===== src/rtl/temp_cal_seq.sv =====
// Sequencer for the temperature-calibration datapath: services EEPROM writes and
// A2D conversions, steps the datapath through load/multiply, and registers the result.
module temp_cal_seq #(
  parameter int unsigned TIMEOUT = 1024
) (
  input  logic        clk,
  input  logic        rst_n,
  input  logic        strt_cnv,
  input  logic        wr_req,
  input  logic        wr_sel,
  input  logic [11:0] wr_data,
  input  logic        a2d_done,
  input  logic [11:0] res,
  output logic        a2d_strt,
  output logic        addr,
  output logic        mult,
  output logic        WE,
  output logic        wrtTmp,
  output logic [11:0] wdata,
  output logic [11:0] temp,
  output logic        rdy,
  output logic        busy,
  output logic        wr_ack,
  output logic        err
);

  localparam int unsigned CntW = (TIMEOUT > 1) ? $clog2(TIMEOUT) : 1;
  localparam logic [CntW-1:0] CntLast = CntW'(TIMEOUT - 1);

  typedef enum logic [2:0] {StIdle, StWr, StConv, StLoad, StMul, StCapt} state_e;

  state_e          state_q, state_d;
  logic [CntW-1:0] cnt_q, cnt_d;
  logic            cnv_pend_q, cnv_pend_d;
  logic [11:0]     temp_q, temp_d;
  logic            rdy_q, rdy_d;
  logic            err_q, err_d;

  always_ff @(posedge clk or negedge rst_n) begin
    if (!rst_n) begin
      state_q    <= StIdle;
      cnt_q      <= '0;
      cnv_pend_q <= 1'b0;
      temp_q     <= 12'h000;
      rdy_q      <= 1'b0;
      err_q      <= 1'b0;
    end else begin
      state_q    <= state_d;
      cnt_q      <= cnt_d;
      cnv_pend_q <= cnv_pend_d;
      temp_q     <= temp_d;
      rdy_q      <= rdy_d;
      err_q      <= err_d;
    end
  end

  always_comb begin
    state_d    = state_q;
    cnt_d      = cnt_q;
    cnv_pend_d = cnv_pend_q | strt_cnv;
    temp_d     = temp_q;
    rdy_d      = rdy_q;
    err_d      = err_q;
    a2d_strt   = 1'b0;
    addr       = 1'b0;
    mult       = 1'b0;
    WE         = 1'b0;
    wrtTmp     = 1'b0;
    wr_ack     = 1'b0;

    unique case (state_q)
      StIdle: begin
        // Writes win; a request seen here while writing stays queued in cnv_pend.
        if (wr_req) begin
          state_d = StWr;
        end else if (strt_cnv || cnv_pend_q) begin
          state_d    = StConv;
          cnt_d      = '0;
          cnv_pend_d = 1'b0;
          rdy_d      = 1'b0;
        end
      end
      StWr: begin
        WE      = 1'b1;
        wr_ack  = 1'b1;
        addr    = wr_sel;
        state_d = StIdle;
      end
      StConv: begin
        a2d_strt = (cnt_q == '0);
        cnt_d    = cnt_q + 1'b1;
        if (a2d_done) begin
          state_d = StLoad;
          err_d   = 1'b0;
        end else if (cnt_q == CntLast) begin
          state_d = StIdle;
          err_d   = 1'b1;
        end
      end
      StLoad: begin
        wrtTmp  = 1'b1;
        state_d = StMul;
      end
      StMul: begin
        addr    = 1'b1;
        mult    = 1'b1;
        state_d = StCapt;
      end
      StCapt: begin
        addr    = 1'b1;
        mult    = 1'b1;
        temp_d  = res;
        rdy_d   = 1'b1;
        state_d = StIdle;
      end
      default: state_d = StIdle;
    endcase
  end

  assign wdata = wr_data;
  assign temp  = temp_q;
  assign rdy   = rdy_q;
  assign err   = err_q;
  assign busy  = (state_q != StIdle);

endmodule


===== config.mk =====
export PLATFORM = sky130hd
export DESIGN_NAME = temp_cal_seq
export DESIGN_NICKNAME = d
export VERILOG_FILES = /design/src/rtl/temp_cal_seq.sv
export SDC_FILE = /design/constraint.sdc
export NUM_CORES = 1
export LEC_CHECK = 0
export ABC_CLOCK_PERIOD_IN_PS = 1800
export CAP_MARGIN = 20
export CORE_ASPECT_RATIO = 1.5
export CORE_MARGIN = 2
export CORE_UTILIZATION = 37
export CTS_CLUSTER_DIAMETER = 30
export CTS_CLUSTER_SIZE = 30
export DETAILED_ROUTE_END_ITERATION = 8
export PLACE_DENSITY = 0.75
export SYNTH_ARGS = -nofsm -noshare
export SYNTH_HDL_FRONTEND = slang
export SYNTH_SLANG_ARGS = --single-unit

===== constraint.sdc =====
create_clock -name clk -period 1.8 [get_ports clk]
set_input_delay 0.27 -clock clk [delete_from_list [all_inputs] [get_ports clk]]
set_output_delay 0.27 -clock clk [all_outputs]
set_load 0.02 [all_outputs]

==> ds_physical_params.txt, run 1 <==
Characteristics after synthesis and place and route

Parameter                              Value

Outcome
  Outcome    complete, but fails checks
  Violations in the final reports    setup timing

STA
  Pins Over Slew Limit    0
  Final tally of hold violations    0
  Slew at the pin closest to its max-slew limit    0.354 ns
  Share of the clock period used by the worst path after layout    1.01
  Upper clock frequency limit    roughly 550 MHz
  Final setup violation count    1
  Headroom to the max-slew limit    0.764
  PnR worst setup slack    -0.0131 ns
  Setup repair after global routing missed its margin    yes
  Setup Total Neg Slack    -0.0131 ns
  Clock period minus final worst setup slack    1.81 ns

Drt
  Number of DRC violations after detailed-routing iteration 0    22
  Vias per Instance    5.25
  DRC    0
  DRT Pass-1 Iters    4
  Routed length per placed instance    ~14 µm
  Antenna Nets Post-Route    0

Cells and area
  Area Growth Syn to Fin    36.1%
  Most frequently placed logic cell in the final layout    clkdlybuf4s50_1
  Most frequent logic cells in the routed design    31 x clkdlybuf4s50_1, 28 x dfrtp_1, 16 x buf_4
  Number of diodes added for antenna fixing    0
  Share of cells above drive strength 1    0.290
  Post-layout instance count excluding filler cells    a little over 200
  Post-route design area    around 1900 µm²
  Filler instances    approximately 310
  Final net count    around 200

GRT
  GR peak layer    met2
  Global Route met3 Usage    0.0564
  Met2 layer usage reported by global route    0.261
  Number of global-route vias before repair    1122
  First-pass GRT wire length    about 5.0 mm
  Largest net degree at the start of global routing    29
  Antenna violations before repair    0
  Combined global-route utilization of all metal layers    0.160
  Global-route congestion overflow total    0

CTS
  CTS tree    done
  Buffer levels on the longest clock path    2
  Cell at the root of the clock tree    clkbuf_8
  CTS H-Tree Depth    1
  Clock-pin transition on the worst setup and hold timing paths    approximately 0.090 ns
  Clk ins delay skew pair    about 0.27 ns

Logic synthesis
  Post-synth seq share    0.509
  Predominant post-synthesis flop cell    dfrtp_1
  EDFF count, synth    0
  Top cell type's share of synthesized area    0.509
  Number of cells in Yosys stat    approximately 120
  Yosys-reported design area after synthesis    approximately 1400 µm²
  Distinct lib cells    36
  Share of flip-flops with an asynchronous set or reset after synthesis    1.00
  Number of synthesized register bits    28
  Mapped Nets    about 150
  Gate count after technology mapping    122
  Cell Area, Synth    ~1400 µm²
  Synth area leader    dfrtp_1
  Mean instance size in the synthesized netlist    about 11 µm²
  Main area contributors after synthesis    dfrtp_1 51%, mux2_2 11%, buf_4 7.1%
  Number of warnings reported in the yosys synthesis log    0

Power
  Switching pwr    between 1 and 1.5 mW
  Switch share    0.372
  Static Leak    roughly 0.85 nW
  Share of total power in the clock network    0.114
  Int Power    around 1.8 mW
  Part of the power in registers    0.339
  Power per Cell Area    approximately 1500 nW/µm²
  Comb pwr share    0.547
  Max VDD drop    approximately 0.95 mV
  Total power draw    between 2 and 3 mW

Place
  Last weighted congestion value of the routability-driven placer    roughly 0.81
  Number of placed instances, taps included    201
  Cell area after placement    1800 µm²
  Total half-perimeter wirelength after legalization and detailed placement    2.31 mm
  Count of port buffers added during placement    38

Die
  Horizontal extent of the die    around 54 µm
  Core Util at FP    0.381
  Vert. Die Dim    between 70 and 80 µm
  Total die area    around 4200 µm²
  Std-Cell Core Area    between 3000 and 4000 µm²
  Row Count    27
  Number of top-level pins    between 60 and 70

Critical path
  Critical path class    reg -> out
  Required arrival time at the worst endpoint    between 1.5 and 2 ns
  Worst Setup End Kind    primary output
  Type of element launching the critical path    register
  Crit Path Max Fanout    2
  Arrival @ worst endpoint    around 1.5 ns

Run
  Max_cap viols    0
  Warning total across the stage logs    29

Worst hold path
  Worst min path class    in -> async
==> run 1: cell usage after synthesis, types with 2 or more instances <==
library cell	n
nand2_1	9
nor4_1	3
mux2_2	13
inv_1	3
nand3_1	6
ha_1	2
a21o_1	2
nor2_1	6
o31ai_1	2
a21oi_1	2
nor3_1	2
buf_2	2
dfrtp_1	28
xor2_1	3
buf_4	13
nand4_1	3
o21ai_0	4
==> run 1: stage by stage <==
step | hold slack (ns) | setup slack, ns
finish | 0.367 | -0.0131
global route | 0.397 | -0.0968
CTS | 0.374 | -0.0649
detailed placement | 0.471 | -0.209
global placement | 0.466 | -0.197
floorplan | -0.0256 | 0.00399
==> run 1: worst max-delay path, stage by stage, from the launching register on <==
cell	delay, ns
dfrtp_1	0.39
or3b_4	0.41
nor4_2	0.14
and4b_1	0.21
buf_4	0.14
==> run 1: power groups by stage <==
stage	Clock (mW)	Combinational [mW]	Sequential, mW
floorplan	0	0.694	1.18
global placement	0	1.50	0.980
detailed placement	0	1.54	0.989
CTS	0.339	1.50	0.974
global route	0.358	1.70	1.00
finish	0.328	1.57	0.974
==> run 1: logic make-up (layout without fill, tap and decap cells) <==
kind of cell,Yosys count,after routing,share of synthesized area
xor gates and xnor gates,3,3,0.0191
muxes,14,14,0.114
buffers and inverters,20,60,0.0972
and+or+nand+nor,40,40,0.174
adders and majority gates,2,2,0.0182
DFF,28,28,0.509
AOI/OAI and AO/OA,15,15,0.0690
==> run 1: metal layers <==
layer,vias to the layer above,routed length [µm],part of all wire
met3,6,272,0.092
met4,0,52,0.018
met5,-,0,0
met1,518,1040,0.35
met2,54,1610,0.54
li1,499,-,-
==> run 1: registers in the layout, indices dropped and copies added (netlist names) <==
name	count
cnv_pend_q	1
temp	12
cnt_q	10
state_q	3
rdy	1
err	1
==> run 1: area by class of cell <==
cell class,instances,area (µm²),area share
well taps,43,53.8,0.0287
inverters,3,11.3,0.00601
repair buffers,54,504,0.269
clock buffers,3,41.3,0.0220
multi-input cells,74,563,0.300
flip-flops and latches,28,701,0.374
==> run 1: final timing paths <==
kind	slack, ns	from	cells after the start	end
setup / recovery	-0.01	state_q[0]	4	a2d_strt
hold / removal	0.37	rst_n	2	temp[11]
setup reg to reg	0.02	state_q[0]	5	cnt_q[7]
hold reg to reg	0.49	rdy	2	rdy
max in group asynchronous	1.17	rst_n	2	state_q[2]
min in group clk	0.49	rdy	2	rdy
==> run 1: timing repair <==
item / in CTS / in global routing
endpoints found under the setup margin: 7 / 7
hold buffers: 0 / 0
setup buffers: 0 / 1
gates resized: 19 / 8
pin swaps: 0 / 1
gates cloned: 0 / 0
### M1 wires, run 1

Supply wires on this layer in gray.
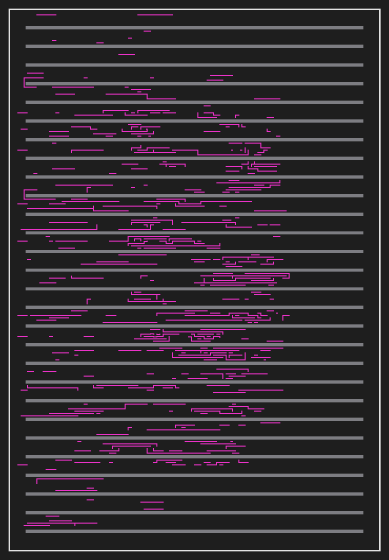
share of all routed wire = 35%
nets with wire on the layer = 158
longest straight run = 12.9 µm
wire length after detailed routing: 2.97 mm
Vias: 1077
met1 usage in global routing: 0.181

### Clock wiring as the flow saved it, run 1

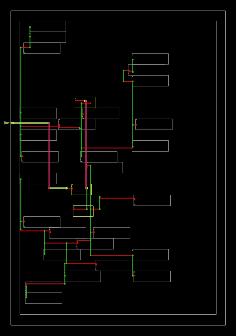
Final Skew: 0.00485 ns
flop count: 28
TritonCTS Buffers: 3
clk sink count: 28
power consumed by the clock network: 0.328 mW

### Where the registers sit, run 1

Other sequential cells in the stronger gray, the rest of the logic in the fainter gray.
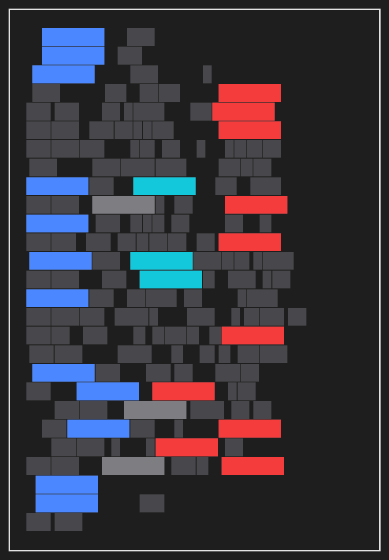
cnt_q -> red  # sequential cells 10
temp -> blue  # sequential cells 12
state_q -> cyan  # sequential cells 3
not colored = 3
sequential logic power: 0.974 mW
combined flip-flop and latch cell area: 701 µm²
utilization after layout: 0.519
sequential portion of the cell area: 0.374

--- run 2 (diff from run 1) ---
--- a/config.mk
+++ b/config.mk
@@ -13,6 +13,7 @@
 export CTS_CLUSTER_DIAMETER = 30
 export CTS_CLUSTER_SIZE = 30
 export DETAILED_ROUTE_END_ITERATION = 8
+export HOLD_SLACK_MARGIN = 0.08
 export PLACE_DENSITY = 0.75
 export SYNTH_ARGS = -nofsm -noshare
 export SYNTH_HDL_FRONTEND = slang
### Clock wiring as the flow saved it, run 2

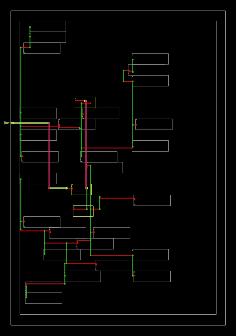
clk ins delay skew pair: 0.27 ns
layout clock buffer count: 3

### Gate-type map, run 2

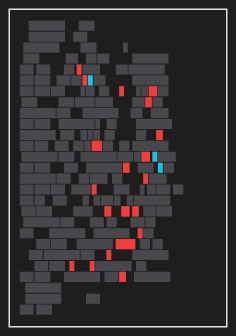
nand cells -> red  # cells 20
inv cells -> cyan  # cells 3
fraction of area in multi-input gates: 0.300
most frequently placed logic cell in the final layout: clkdlybuf4s50_1
post-layout instance count excluding filler cells: 205

### M1 wires, run 2

Supply wires on this layer in gray.
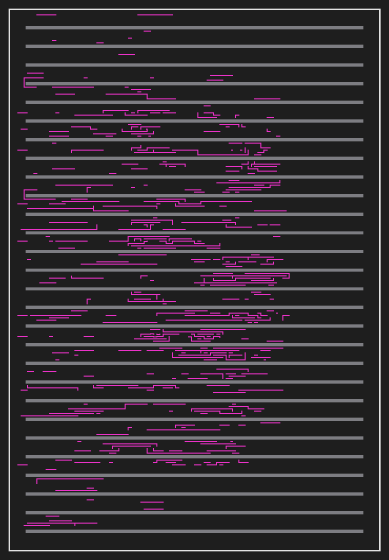
wire length on this layer = 1040 µm
share of all routed wire = 35%

==> ds_physical_params.txt, run 2 <==
Characteristics after synthesis and place and route

Parameter                              Value

Logic synthesis
  Number of synthesized register bits    28 (unchanged)
  Post-synth seq share    0.509 (unchanged)
  Mapped Nets    154 (unchanged)
  Most frequent cell after synthesis    dfrtp_1
  Synth area leader    dfrtp_1
  Predominant post-synthesis flop cell    dfrtp_1
  Cell Area, Synth    1380 µm² (unchanged)
  Main area contributors after synthesis    dfrtp_1 51%, mux2_2 11%, buf_4 7.1%
  Top cell type's share of synthesized area    0.509 (unchanged)
  Number of warnings reported in the yosys synthesis log    0 (unchanged)
  Share of flip-flops with an asynchronous set or reset after synthesis    1.00 (unchanged)
  Synth top cells by count    28 x dfrtp_1, 13 x buf_4, 13 x mux2_2
  Gate count after technology mapping    122 (unchanged)
  EDFF count, synth    0 (unchanged)
  Distinct lib cells    36 (unchanged)
  Mean instance size in the synthesized netlist    11.3 µm² (unchanged)
  Yosys-reported design area after synthesis    1380 µm² (unchanged)
  Number of cells in Yosys stat    122 (unchanged)

Critical path
  Worst reg2reg setup slack    0.02 ns (about the same)
  Critical path class    reg -> out
  Worst Setup End Kind    primary output
  Crit Path Max Fanout    2 (unchanged)
  Required arrival time at the worst endpoint    1.53 ns (about the same)
  Type of element launching the critical path    register
  Arrival @ worst endpoint    1.54 ns (about the same)

Drt
  Routed length per placed instance    14.5 µm (unchanged)
  Wire length after detailed routing    2.97 mm (unchanged)
  DRC    0 (unchanged)
  DRT Pass-1 Iters    4 (unchanged)
  Antenna Nets Post-Route    0 (unchanged)
  Number of DRC violations after detailed-routing iteration 0    22 (unchanged)
  Vias per Instance    5.25 (unchanged)
  Vias    1077 (unchanged)

Cells and area
  Final net count    196 (unchanged)
  Max reg flops    12 (unchanged)
  Most frequent logic cells in the routed design    31 x clkdlybuf4s50_1, 28 x dfrtp_1, 16 x buf_4
  Share of cells above drive strength 1    0.290 (unchanged)
  Area Growth Syn to Fin    36.1% (unchanged)
  Utilization after layout    0.519 (unchanged)
  Number of diodes added for antenna fixing    0 (unchanged)

Power
  Max VDD drop    0.946 mV (unchanged)
  Switch share    0.372 (unchanged)
  Int Power    1.81 mW (unchanged)
  Part of the power in registers    0.339 (about the same)
  Comb pwr share    0.547 (about the same)
  Switching pwr    1.07 mW (unchanged)
  Total power draw    2.88 mW (unchanged)
  Share of total power in the clock network    0.114 (about the same)
  Power per Cell Area    1530 nW/µm² (unchanged)
  Static Leak    0.850 nW (unchanged)

GRT
  Combined global-route utilization of all metal layers    0.160 (unchanged)
  Global-route congestion overflow total    0 (unchanged)
  Largest net degree at the start of global routing    29 (unchanged)
  Number of global-route vias before repair    1122 (unchanged)
  First-pass GRT wire length    5.02 mm (unchanged)
  Antenna violations before repair    0 (unchanged)

Run
  Max_cap viols    0 (unchanged)
  Warning total across the stage logs    29 (unchanged)

Place
  Count of port buffers added during placement    38 (unchanged)
  Last weighted congestion value of the routability-driven placer    0.810 (unchanged)
  Pre-CTS worst setup slack    -0.209 ns (unchanged)
  Total half-perimeter wirelength after legalization and detailed placement    2.31 mm (unchanged)

STA
  PnR worst setup slack    -0.0131 ns (unchanged)
  Clock period minus final worst setup slack    1.81 ns (unchanged)
  Final Skew    0.00485 ns (unchanged)
  Upper clock frequency limit    552 MHz (unchanged)
  Final hold slack    0.367 ns (unchanged)
  Final tally of hold violations    0 (unchanged)
  Setup repair after global routing missed its margin    yes
  Setup Total Neg Slack    -0.0131 ns (unchanged)
  Share of the clock period used by the worst path after layout    1.01 (unchanged)
  Headroom to the max-slew limit    0.764 (unchanged)
  Slew at the pin closest to its max-slew limit    0.354 ns (unchanged)
  Pins Over Slew Limit    0 (unchanged)
  Final setup violation count    1 (unchanged)

Die
  Row Count    27 (unchanged)
  Std-Cell Core Area    3610 µm² (unchanged)
  Number of top-level pins    63 (unchanged)
  Horizontal extent of the die    53.8 µm (unchanged)
  Core Util at FP    0.381 (unchanged)
  Total die area    4240 µm² (unchanged)
  Vert. Die Dim    78.7 µm (unchanged)

CTS
  TritonCTS Buffers    3 (unchanged)
  CTS tree    done
  Clk sink count    28 (unchanged)
  Cell at the root of the clock tree    clkbuf_8
  CTS H-Tree Depth    1 (unchanged)
  Clock-pin transition on the worst setup and hold timing paths    0.09 ns (about the same)
  Buffer levels on the longest clock path    2 (unchanged)

Worst hold path
  Worst min path class    in -> async

Outcome
  Violations in the final reports    setup timing
  Outcome    complete, but fails checks
run 2: routing by layer:
| metal | up-vias | global-route usage | wire length, µm |
|---|---|---|---|
| li1 | 499 | - | - |
| met2 | 54 | 0.261 | 1610 |
| met1 | 518 | 0.181 | 1040 |
| met5 | - | 0 | 0 |
| met4 | 0 | 0.0744 | 52 |
| met3 | 6 | 0.0564 | 272 |
run 2: worst paths after layout:
check                           startpoint    endpoint  depth (start not counted)
worst min register to register         rdy         rdy                          2
worst max register to register  state_q[0]    cnt_q[7]                          5
min in group clk                       rdy         rdy                          2
worst max-delay path            state_q[0]    a2d_strt                          4
max in group asynchronous            rst_n  state_q[2]                          2
worst min-delay path                 rst_n    temp[11]                          2
run 2: area by class of cell:
cell class / instances / area (µm²)
Timing Repair Buffer: 54 / 504
Fill cell: 309 / 1740
Clock buffer: 3 / 41.3
Tap cell: 43 / 53.8
Multi-Input combinational cell: 74 / 563
Sequential cell: 28 / 701
Inverter: 3 / 11.3
run 2: power by group through the flow:
| stage | Clock (mW) | Combinational, mW | Sequential (mW) |
|---|---|---|---|
| 3_3_place_gp | 0 | 1.50 | 0.980 |
| 4_1_cts | 0.339 | 1.50 | 0.974 |
| 5_1_grt | 0.358 | 1.70 | 1.00 |
| 3_5_place_dp | 0 | 1.54 | 0.989 |
| 2_1_floorplan | 0 | 0.694 | 1.18 |
| 6_report | 0.328 | 1.57 | 0.974 |
run 2: timing repair:
action / 4_1_cts / 5_1_grt
resized: 19 / 8
hold endpoints to repair: 0 / 0
setup endpoints to repair: 7 / 7
setup buffers: 0 / 1
hold buffers: 0 / 0
pin swaps: 0 / 1
run 2: per-stage QoR:
step	instances	cell area (µm²)
4_1_cts	204	1830
6_report	205	1870
3_3_place_gp	201	1800
5_1_grt	205	1870
2_1_floorplan	122	1390
3_5_place_dp	201	1800
run 2: logic make-up (layout without fill, tap and decap cells):
logic type	Yosys count	count (layout)	synth area share
xor gates and xnor gates	3	3	0.0191
muxes	14	14	0.114
DFF	28	28	0.509
adders and majority gates	2	2	0.0182
and+or+nand+nor	40	40	0.174
AOI/OAI and AO/OA	15	15	0.0690
buffers and inverters	20	60	0.0972
run 2: critical path, cell delays in order, from the launching register on:
cell,delay (ns)
dfrtp_1,0.39
or3b_4,0.41
nor4_2,0.14
and4b_1,0.21
buf_4,0.14
### Supply network, run 2

Pins as bars on the die edge.
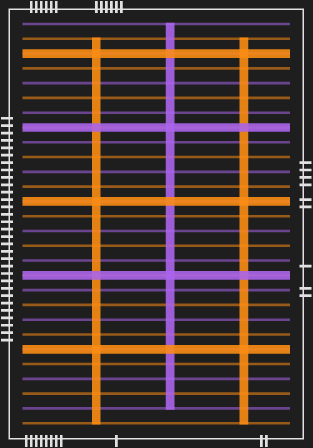

--- run 3 (diff from run 2) ---
--- a/config.mk
+++ b/config.mk
@@ -13,8 +13,10 @@
 export CTS_CLUSTER_DIAMETER = 30
 export CTS_CLUSTER_SIZE = 30
 export DETAILED_ROUTE_END_ITERATION = 8
+export GPL_TIMING_DRIVEN = 0
 export HOLD_SLACK_MARGIN = 0.08
 export PLACE_DENSITY = 0.75
+export SETUP_SLACK_MARGIN = 0.2
 export SYNTH_ARGS = -nofsm -noshare
 export SYNTH_HDL_FRONTEND = slang
 export SYNTH_SLANG_ARGS = --single-unit
### Supply network, run 3

Pins as bars on the die edge.
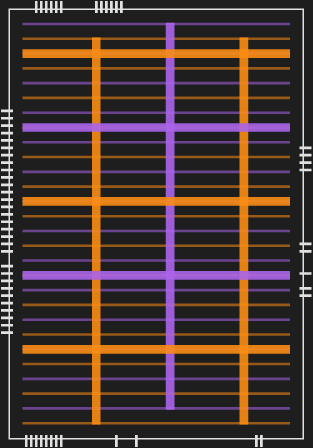
VDD -> purple
VSS -> orange
met5 straps = 5
rows = 27
met4 straps = 3
signal pins = 63
met1 rails = 28
horizontal extent of the die: 53.8 µm
Vert. Die Dim: 78.7 µm
Std-Cell Core Area: 3610 µm²
Max VDD drop: 0.975 mV

### Where the registers sit, run 3

Other sequential cells in the stronger gray, the rest of the logic in the fainter gray.
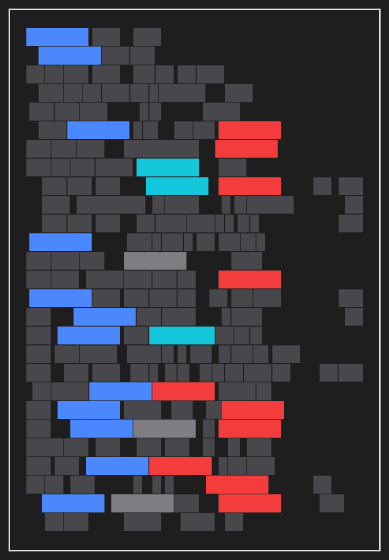
state_q -> cyan  # sequential cells 3
cnt_q -> red  # sequential cells 10
temp -> blue  # sequential cells 12
not colored = 3
utilization after layout: 0.624
sequential portion of the cell area: 0.311
combined flip-flop and latch cell area: 702 µm²
sequential logic power: 1.03 mW

==> ds_physical_params.txt, run 3 <==
Characteristics after synthesis and place and route

Parameter                              Value

Outcome
  Outcome    complete, but fails checks
  Violations in the final reports    setup timing

Logic synthesis
  Share of flip-flops with an asynchronous set or reset after synthesis    1.00 (unchanged)
  Gate count after technology mapping    122 (unchanged)
  Main area contributors after synthesis    dfrtp_1 51%, mux2_2 11%, buf_4 7.1%
  Top cell type's share of synthesized area    0.509 (unchanged)
  Cell Area, Synth    1380 µm² (unchanged)
  Mean instance size in the synthesized netlist    11.3 µm² (unchanged)
  Predominant post-synthesis flop cell    dfrtp_1
  EDFF count, synth    0 (unchanged)
  Number of cells in Yosys stat    122 (unchanged)
  Distinct lib cells    36 (unchanged)
  Number of synthesized register bits    28 (unchanged)
  Synth area leader    dfrtp_1
  Number of warnings reported in the yosys synthesis log    0 (unchanged)
  Synth top cells by count    28 x dfrtp_1, 13 x buf_4, 13 x mux2_2
  Mapped Nets    154 (unchanged)
  Yosys-reported design area after synthesis    1380 µm² (unchanged)
  Post-synth seq share    0.509 (unchanged)

Drt
  Wire length after detailed routing    3.51 mm (+18%)
  Number of DRC violations after detailed-routing iteration 0    40 (+82%)
  Antenna Nets Post-Route    0 (unchanged)
  Vias    1203 (+12%)
  DRT Pass-1 Iters    4 (unchanged)
  Vias per Instance    5.14 (-2.1%)
  Routed length per placed instance    15.0 µm (+3.7%)
  DRC    0 (unchanged)

CTS
  Clk sink count    28 (unchanged)
  TritonCTS Buffers    3 (unchanged)
  Buffer levels on the longest clock path    2 (unchanged)
  Clock-pin transition on the worst setup and hold timing paths    0.10 ns (about the same)
  Cell at the root of the clock tree    clkbuf_8
  Clk ins delay skew pair    0.27 ns (about the same)
  CTS H-Tree Depth    1 (unchanged)

Critical path
  Slowest cell on the critical path    dfrtp_1
  Buffers plus inverters on the worst setup path    3 (+2)
  Crit Path Max Fanout    5 (+3)
  Worst-path cell chain    buf_6 -> or3b_1 -> buf_6 -> nor4_1 -> and4b_2 -> buf_6
  Critical path class    reg -> out
  Arrival @ worst endpoint    1.80 ns (+0.26 ns)
  Cell mode on critical path    buf_6
  Required arrival time at the worst endpoint    1.53 ns (about the same)
  Family with the most delay on the worst path    simple AND/OR/NAND/NOR gates
  Worst reg2reg setup slack    -0.07 ns (-0.09 ns)
  CP max stage delay    0.39 ns (-0.02 ns)
  Worst Setup End Kind    primary output
  Type of element launching the critical path    register

STA
  Final Skew    0.00292 ns (-0.00193 ns)
  Final hold slack    0.395 ns (+0.0284 ns)
  Share of the clock period used by the worst path after layout    1.15 (+0.141)
  Final tally of hold violations    0 (unchanged)
  Headroom to the max-slew limit    0.549 (-0.214)
  Upper clock frequency limit    484 MHz (-12%)
  Setup repair after global routing missed its margin    yes
  Slew at the pin closest to its max-slew limit    0.674 ns (+0.320 ns)
  Pins Over Slew Limit    0 (unchanged)
  PnR worst setup slack    -0.267 ns (-0.254 ns)
  Final setup violation count    4 (+3)
  Clock period minus final worst setup slack    2.07 ns (+0.254 ns)

Cells and area
  Area used by multi-input combinational logic    614 µm² (+9.1%)
  Number of diodes added for antenna fixing    0 (unchanged)
  Max reg flops    12 (unchanged)
  Area Growth Syn to Fin    63.9%
  Most frequently placed logic cell in the final layout    clkdlybuf4s50_1
  Most frequent logic cells in the routed design    43 x clkdlybuf4s50_1, 27 x dfrtp_1, 22 x buf_4
  Final net count    224 (+14%)
  Post-route design area    2260 µm² (+20%)
  Filler instances    257 (-17%)
  Share of cells above drive strength 1    0.361 (+0.0711)

Die
  Number of top-level pins    63 (unchanged)
  Total die area    4240 µm² (unchanged)
  Row Count    27 (unchanged)
  Core Util at FP    0.381 (unchanged)

Power
  Power per Cell Area    1520 nW/µm² (-0.84%)
  Total power draw    3.43 mW (+19%)
  Static Leak    1.05 nW (+24%)

GRT
  Antenna violations before repair    0 (unchanged)
  Combined global-route utilization of all metal layers    0.172 (+0.0121)
  Number of global-route vias before repair    1254 (+12%)
  First-pass GRT wire length    5.42 mm (+8.1%)
  Largest net degree at the start of global routing    18 (-38%)
  Global-route congestion overflow total    0 (unchanged)

Run
  Max_cap viols    0 (unchanged)
  Warning total across the stage logs    30 (+3.4%)

Place
  Total half-perimeter wirelength after legalization and detailed placement    2.51 mm (+8.6%)
  Number of placed instances, taps included    216 (+7.5%)
  Cell area after placement    1980 µm² (+10%)
  Last weighted congestion value of the routability-driven placer    0.801 (-1.1%)
  Count of port buffers added during placement    50 (+32%)

Worst hold path
  Worst min path class    in -> async
### Gate-type map, run 3

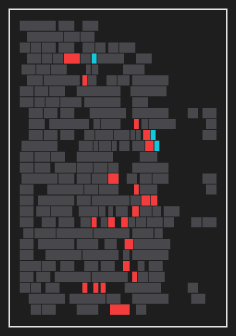
inv cells -> cyan  # cells 3
nand cells -> red  # cells 20
fraction of area in multi-input gates: 0.272
post-layout instance count excluding filler cells: 234

[run 3: cell counts after synthesis]
No cell type changed its count.
[run 3: power breakdown]
group	total, mW	leakage, nW	switching [mW]	internal (mW)
clock	0.497	0.0357	0.199	0.298
combinational	1.90	0.666	0.843	1.06
sequential	1.03	0.352	0.179	0.855
[run 3: what timing repair did]
action                                  4_1_cts  5_1_grt
buffers inserted                              4        9
gates cloned                                  1        0
gates resized                                48       17
pin swaps                                     4        8
endpoints found under the setup margin       20       24
[run 3: per-stage QoR]
| stage | setup TNS, ns | utilization | setup slack [ns] |
|---|---|---|---|
| 3_5_place_dp | -0.823 | 0.549 | -0.475 |
| 3_3_place_gp | -0.684 | 0.541 | -0.469 |
| 6_report | -0.417 | 0.624 | -0.267 |
| 2_1_floorplan | 0 | - | 0.00424 |
| 5_1_grt | -0.626 | 0.624 | -0.325 |
| 4_1_cts | -0.605 | 0.592 | -0.283 |
[run 3: kinds of logic (layout without fill, tap and decap cells)]
logic type                 count (synthesis)  count (layout)  synth area share
and+or+nand+nor                           40              40             0.174
xor gates and xnor gates                   3               3            0.0191
muxes                                     14              14             0.114
buffers and inverters                     20              89            0.0972
AOI/OAI and AO/OA                         15              15            0.0690
adders and majority gates                  2               2            0.0182
DFF                                       28              28             0.509
[run 3: layout make-up]
| class | count | share of cell area |
|---|---|---|
| buffer | 17 | 0.0649 |
| multi-input combinational | 74 | 0.272 |
| clock inverter | 1 | 0.0133 |
| timing repair buffer | 65 | 0.292 |
| inverter | 3 | 0.00499 |
| sequential | 28 | 0.311 |
| tap | 43 | 0.0238 |
| clock buffer | 3 | 0.0183 |
[run 3: final timing paths]
check                           start          to  cells after the start
setup / recovery           state_q[0]    a2d_strt                      6
hold / removal                  rst_n     temp[6]                      1
setup reg to reg           state_q[0]    cnt_q[7]                      6
hold reg to reg                   rdy         rdy                      2
max in group asynchronous       rst_n  state_q[1]                      2
min in group clk                  rdy         rdy                      2
[run 3: layer usage]
layer  share of wire  wire length, µm  global-route usage  up-vias
li1                -                -                   -      558
met1            0.35             1240               0.175      584
met2            0.56             1960               0.315       57
met3           0.082              289              0.0545        4
met4          0.0083               29              0.0564        0
met5               0                0                   0        -
Power figures rest on the tool's default switching activity, not on a simulated workload.
